--- config.mk ---
export PLATFORM = sky130hd
export DESIGN_NAME = alu_div_seq
export DESIGN_NICKNAME = d
export VERILOG_FILES = /design/src/rtl/alu_div_seq.sv
export SDC_FILE = /design/constraint.sdc
export NUM_CORES = 1
export LEC_CHECK = 0
export CAP_MARGIN = 20
export CELL_PAD_IN_SITES_DETAIL_PLACEMENT = 0
export CELL_PAD_IN_SITES_GLOBAL_PLACEMENT = 1
export CORE_MARGIN = 5
export CORE_UTILIZATION = 48
export CTS_BUF_LIST = sky130_fd_sc_hd__clkbuf_4
export CTS_CLUSTER_DIAMETER = 30
export CTS_CLUSTER_SIZE = 28
export DETAILED_ROUTE_END_ITERATION = 10
export PLACE_DENSITY = 0.91
export SLEW_MARGIN = 20
export SYNTH_ARGS = -nofsm -noshare
export SYNTH_HDL_FRONTEND = slang
export SYNTH_SLANG_ARGS = --single-unit
--- constraint.sdc ---
create_clock -name clock -period 6.37 [get_ports clock]
set_input_delay 1.274 -clock clock [delete_from_list [all_inputs] [get_ports clock]]
set_output_delay 1.274 -clock clock [all_outputs]
set_load 0.05 [all_outputs]
--- src/rtl/alu_div_seq.sv ---
// Multicycle signed 32-bit restoring divider: one 33-bit trial subtract per cycle,
// quotient truncated toward zero, remainder sign follows the dividend.
module alu_div_seq #(
    parameter int WIDTH = 32,
    parameter int ITERS = 32
) (
    input  logic             clock,
    input  logic             reset,
    input  logic             ctrl_DIV,
    input  logic [WIDTH-1:0] data_operandA,
    input  logic [WIDTH-1:0] data_operandB,
    output logic [WIDTH-1:0] data_result,
    output logic [WIDTH-1:0] data_remainder,
    output logic             data_exception,
    output logic             data_resultRDY
);

    localparam int CW = (ITERS > 1) ? $clog2(ITERS) : 1;

    localparam logic [1:0] S_IDLE = 2'd0;
    localparam logic [1:0] S_RUN  = 2'd1;
    localparam logic [1:0] S_FIX  = 2'd2;
    localparam logic [1:0] S_DONE = 2'd3;

    logic [1:0]       state_q,  state_d;
    logic             start_q,  start_d;
    logic [WIDTH-1:0] a_raw_q,  a_raw_d;
    logic [WIDTH-1:0] b_raw_q,  b_raw_d;
    logic [WIDTH-1:0] mag_b_q,  mag_b_d;
    logic [WIDTH-1:0] q_q,      q_d;
    logic [WIDTH-1:0] r_q,      r_d;
    logic             qneg_q,   qneg_d;
    logic             rneg_q,   rneg_d;
    logic             dbz_q,    dbz_d;
    logic [CW-1:0]    cnt_q,    cnt_d;
    logic [WIDTH-1:0] result_q, result_d;
    logic [WIDTH-1:0] rem_q,    rem_d;
    logic             exc_q,    exc_d;

    logic [WIDTH-1:0] mag_a, mag_b;
    logic [WIDTH:0]   r_sh, trial;
    logic [WIDTH-1:0] q_sh, quo_fix, rem_fix;

    // Magnitudes are unsigned, so |-2^31| = 0x80000000 survives the wrap.
    assign mag_a   = a_raw_q[WIDTH-1] ? -a_raw_q : a_raw_q;
    assign mag_b   = b_raw_q[WIDTH-1] ? -b_raw_q : b_raw_q;
    assign r_sh    = {r_q, q_q[WIDTH-1]};
    assign q_sh    = {q_q[WIDTH-2:0], 1'b0};
    assign trial   = r_sh - {1'b0, mag_b_q};
    assign quo_fix = qneg_q ? -q_q : q_q;
    assign rem_fix = rneg_q ? -r_q : r_q;

    // The start edge only captures raw operands; the following cycle forms
    // magnitudes and signs, which keeps the operand inputs off the subtractor path.
    always_comb begin
        // NOTE: every next-state signal gets a default first so no branch can infer a latch.
        state_d  = state_q;
        start_d  = 1'b0;
        a_raw_d  = a_raw_q;
        b_raw_d  = b_raw_q;
        mag_b_d  = mag_b_q;
        q_d      = q_q;
        r_d      = r_q;
        qneg_d   = qneg_q;
        rneg_d   = rneg_q;
        dbz_d    = dbz_q;
        cnt_d    = cnt_q;
        result_d = result_q;
        rem_d    = rem_q;
        exc_d    = exc_q;

        if (ctrl_DIV) begin
            a_raw_d = data_operandA;
            b_raw_d = data_operandB;
            start_d = 1'b1;
            cnt_d   = '0;
            state_d = S_IDLE;
        end else if (start_q) begin
            mag_b_d = mag_b;
            qneg_d  = a_raw_q[WIDTH-1] ^ b_raw_q[WIDTH-1];
            rneg_d  = a_raw_q[WIDTH-1];
            dbz_d   = (b_raw_q == '0);
            r_d     = '0;
            q_d     = mag_a;
            cnt_d   = '0;
            state_d = S_RUN;
        end else begin
            case (state_q)
                S_RUN: begin
                    if (!trial[WIDTH]) begin
                        r_d = trial[WIDTH-1:0];
                        q_d = {q_sh[WIDTH-1:1], 1'b1};
                    end else begin
                        r_d = r_sh[WIDTH-1:0];
                        q_d = q_sh;
                    end
                    cnt_d = cnt_q + 1'b1;
                    if (cnt_q == CW'(ITERS - 1)) state_d = S_FIX;
                end
                S_FIX: begin
                    result_d = dbz_q ? '0 : quo_fix;
                    rem_d    = dbz_q ? '0 : rem_fix;
                    exc_d    = dbz_q;
                    state_d  = S_DONE;
                end
                S_DONE:  state_d = S_IDLE;
                default: state_d = S_IDLE;
            endcase
        end
    end

    always_ff @(posedge clock) begin
        if (reset) begin
            state_q  <= S_IDLE;
            start_q  <= 1'b0;
            a_raw_q  <= '0;
            b_raw_q  <= '0;
            mag_b_q  <= '0;
            q_q      <= '0;
            r_q      <= '0;
            qneg_q   <= 1'b0;
            rneg_q   <= 1'b0;
            dbz_q    <= 1'b0;
            cnt_q    <= '0;
            result_q <= '0;
            rem_q    <= '0;
            exc_q    <= 1'b0;
        end else begin
            // NOTE: non-blocking updates so every register samples pre-edge values.
            state_q  <= state_d;
            start_q  <= start_d;
            a_raw_q  <= a_raw_d;
            b_raw_q  <= b_raw_d;
            mag_b_q  <= mag_b_d;
            q_q      <= q_d;
            r_q      <= r_d;
            qneg_q   <= qneg_d;
            rneg_q   <= rneg_d;
            dbz_q    <= dbz_d;
            cnt_q    <= cnt_d;
            result_q <= result_d;
            rem_q    <= rem_d;
            exc_q    <= exc_d;
        end
    end

    assign data_result    = result_q;
    assign data_remainder = rem_q;
    assign data_exception = exc_q;
    assign data_resultRDY = (state_q == S_DONE);

endmodule
### Routing congestion map

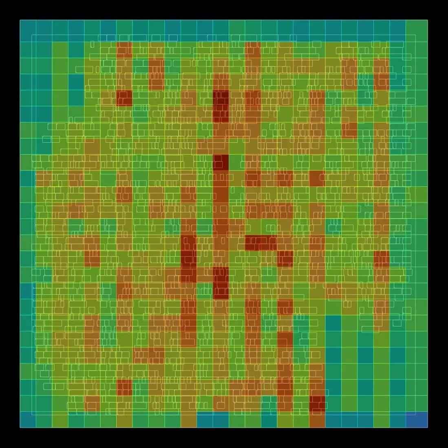
fraction of met2 tracks used by global routing: 0.2931
Global Route met1 Usage: 0.3151
GR peak layer: met1

### Wiring heat map

The bar under the picture is 50 um long. The die is cut into 35 by 35 equal tiles; black is low, pale yellow is high, scaled to the fullest tile. Values are wire area over tile area, all layers added.
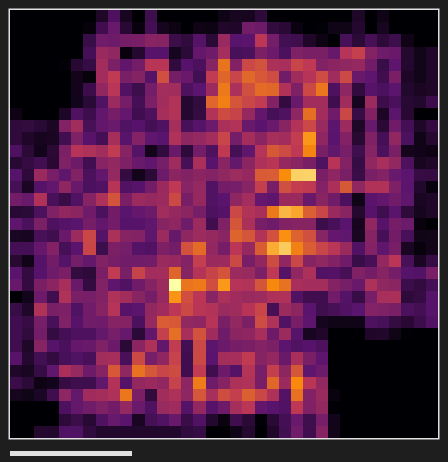
mean over tiles: 0.17
fullest tile: 0.63
nearly empty tiles: 14%
densest ninth of the die: centre

### Met1 routing

The bar under the picture is 50 um long.
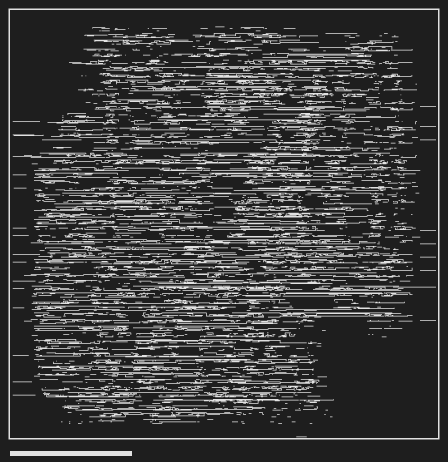
wire length on this layer: 16600 um
longest straight run: 60.7 um
share of all routed wire: 51%
nets with wire on the layer: 1655

### Metal 2

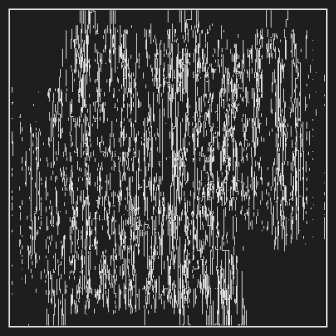
main direction: vertical
wire length on this layer: 13000 um
longest straight run: 54.1 um

==> ci_impl_report.md <==
## PnR job results

| Metric | Value |
|---|---|
| Top post-synthesis cells by area | `sky130_fd_sc_hd__dfxtp_1, sky130_fd_sc_hd__mux2i_1, sky130_fd_sc_hd__nor2_1` |
| Number of setup violations in the final report | `0` |
| Area of the core | `26880 um^2` |
| Final routed DRC violation total | `0` |
| Number of search-and-repair iterations in the first detailed-routing pass | `5` |
| Global routing usage summed across all routing layers | `0.2048` |
| Endpoint kind of the worst setup timing path | `flip-flop` |
| Final weighted congestion in routability-driven placement | `0.8709` |
| Worst slack after detailed placement | `2.678 ns` |
| Worst Setup SP | `q_q[31]` |
| Relative slew margins | `0.3241` |
| Total power | `3.630 mW` |
| CP Data Arrival Time | `4.25 ns` |
| Global-route wire length before repair | `52900 um` |
| Critical path startpoint category | `flip-flop` |
| Post-route non-filler standard cell count | `2056` |
| Status | `finished, final reports clean` |
| Number of vias per cell | `5.469` |
| Peak clock frequency supported by timing | `269.8 MHz` |
| Final core utilization | `0.5736` |
| Yosys top cell area share | `0.3616` |
| Number of buffers inserted by hold repair at cts | `0` |
| Number of antenna violations at the first check in global routing | `1` |
| Reg-to-reg critical path startpoint | `q_q[31]` |
| Crit path DRT | `6.92 ns` |
| Num rows | `60` |
| Vias | `11250` |
| Root buf cell | `sky130_fd_sc_hd__clkbuf_4` |
| Count of pins on the block boundary | `133` |
| Register clock-pin slew on the reported worst setup and hold paths | `0.09 ns` |
| Prevailing post-synth register cell | `sky130_fd_sc_hd__dfxtp_1` |
| Drt total wl | `32260 um` |
| Insertion delay at the late pin of the worst-skew pair | `0.68 ns` |
| Routed wire per std cell | `15.69 um` |
| Growth of design area from synthesis to finish | `17.97%` |
| Net count after synthesis | `1676` |
| Most common library cells after synthesis | `sky130_fd_sc_hd__nor2_1, sky130_fd_sc_hd__dfxtp_1, sky130_fd_sc_hd__nand2_1` |
| Number of cells in the yosys synthesis report | `1567` |
| Max cap viols | `0` |
| Summed area of non-filler cells in the final layout | `15410 um^2` |
| Min-Delay Path Class | `reg -> reg` |
| Placement Cell Area | `14500 um^2` |
| Total of buffers placed on input and output ports | `132` |
| Clock period minus final worst setup slack | `3.706 ns` |
| 1st-iter DRT viols | `669` |
==> cell type report <==
type	count	area, um^2	area share
multi-input combinational	1184	7741	0.5022
clock buffer	56	420.4	0.02727
clock inverter	39	452.9	0.02938
inverter	53	198.9	0.01291
timing repair buffer	146	1445	0.09375
sequential	236	4727	0.3067
tap	341	426.7	0.02768
antenna	1	2.502	0.0001623
==> kinds of logic (layout without fill, tap and decap cells) <==
logic type | Yosys count | count (layout) | share of synthesized area
AND/OR/NAND/NOR | 523 | 523 | 0.1856
AND-OR/OR-AND | 370 | 370 | 0.1883
flip-flops | 236 | 236 | 0.3616
XOR/XNOR | 149 | 149 | 0.09988
buffers and inverters | 147 | 294 | 0.04730
multiplexers | 100 | 100 | 0.07661
adder cells (fa/ha/maj) | 42 | 42 | 0.04079
other | 0 | 1 | 0
==> power by group <==
| group | switching (mW) | total, mW | internal (mW) |
|---|---|---|---|
| logic | 0.304 | 0.555 | 0.252 |
| clock network | 0.693 | 1.49 | 0.801 |
| registers | 0.0615 | 1.58 | 1.52 |
| total | 1.06 | 3.63 | 2.57 |
==> per-layer routing <==
metal	vias up	GRT usage	wire (um)
met2	323	0.2931	13050
li1	5787	-	-
met3	41	0.03808	2075
met4	0	0.05270	569
met1	5094	0.3151	16570
met5	-	0	0
==> worst max-delay path, cell delays in order, from the launching register on <==
cell and delay [ns]:
sky130_fd_sc_hd__dfxtp_1 0.35, sky130_fd_sc_hd__inv_1 0.08, sky130_fd_sc_hd__ha_1 0.21, sky130_fd_sc_hd__fa_1 0.42, sky130_fd_sc_hd__nor2b_1 0.18, sky130_fd_sc_hd__o2111ai_1 0.16, sky130_fd_sc_hd__and4b_1 0.26, sky130_fd_sc_hd__nor4_1 0.28
sky130_fd_sc_hd__o21ai_0 0.27, sky130_fd_sc_hd__o31a_1 0.41, sky130_fd_sc_hd__o211ai_1 0.23, sky130_fd_sc_hd__buf_4 0.38, sky130_fd_sc_hd__mux2i_1 0.26, sky130_fd_sc_hd__o21ai_0 0.09
==> cells in the final DEF, fill, tap and decap left out, types with 41 or more instances in the layout <==
cell type and instances:
sky130_fd_sc_hd__a211oi_1 53, sky130_fd_sc_hd__a21oi_1 69, sky130_fd_sc_hd__a22oi_1 46, sky130_fd_sc_hd__clkbuf_4 56, sky130_fd_sc_hd__clkdlybuf4s50_1 130, sky130_fd_sc_hd__dfxtp_1 234
sky130_fd_sc_hd__ha_1 41, sky130_fd_sc_hd__inv_1 53, sky130_fd_sc_hd__mux2i_1 100, sky130_fd_sc_hd__nand2_1 128, sky130_fd_sc_hd__nor2_1 240, sky130_fd_sc_hd__o21ai_0 98
sky130_fd_sc_hd__xnor2_1 82, sky130_fd_sc_hd__xor2_1 67
==> path summary, 6_finish.rpt <==
path,slack [ns],end,depth (start not counted)
min reg2reg,0.46,data_remainder[23],2
max reg2reg,2.66,r_q[19],13
min,0.46,data_remainder[23],2
max,2.66,r_q[19],13
==> flip-flops by register name, summed over array words and instances (netlist names), 2 cells and up <==
signal,cells
data_result,32
state_q,2
b_raw_q,32
cnt_q,5
a_raw_q,32
data_remainder,32
r_q,32
q_q,32
mag_b_q,32
Power and IR drop assume default switching activity.
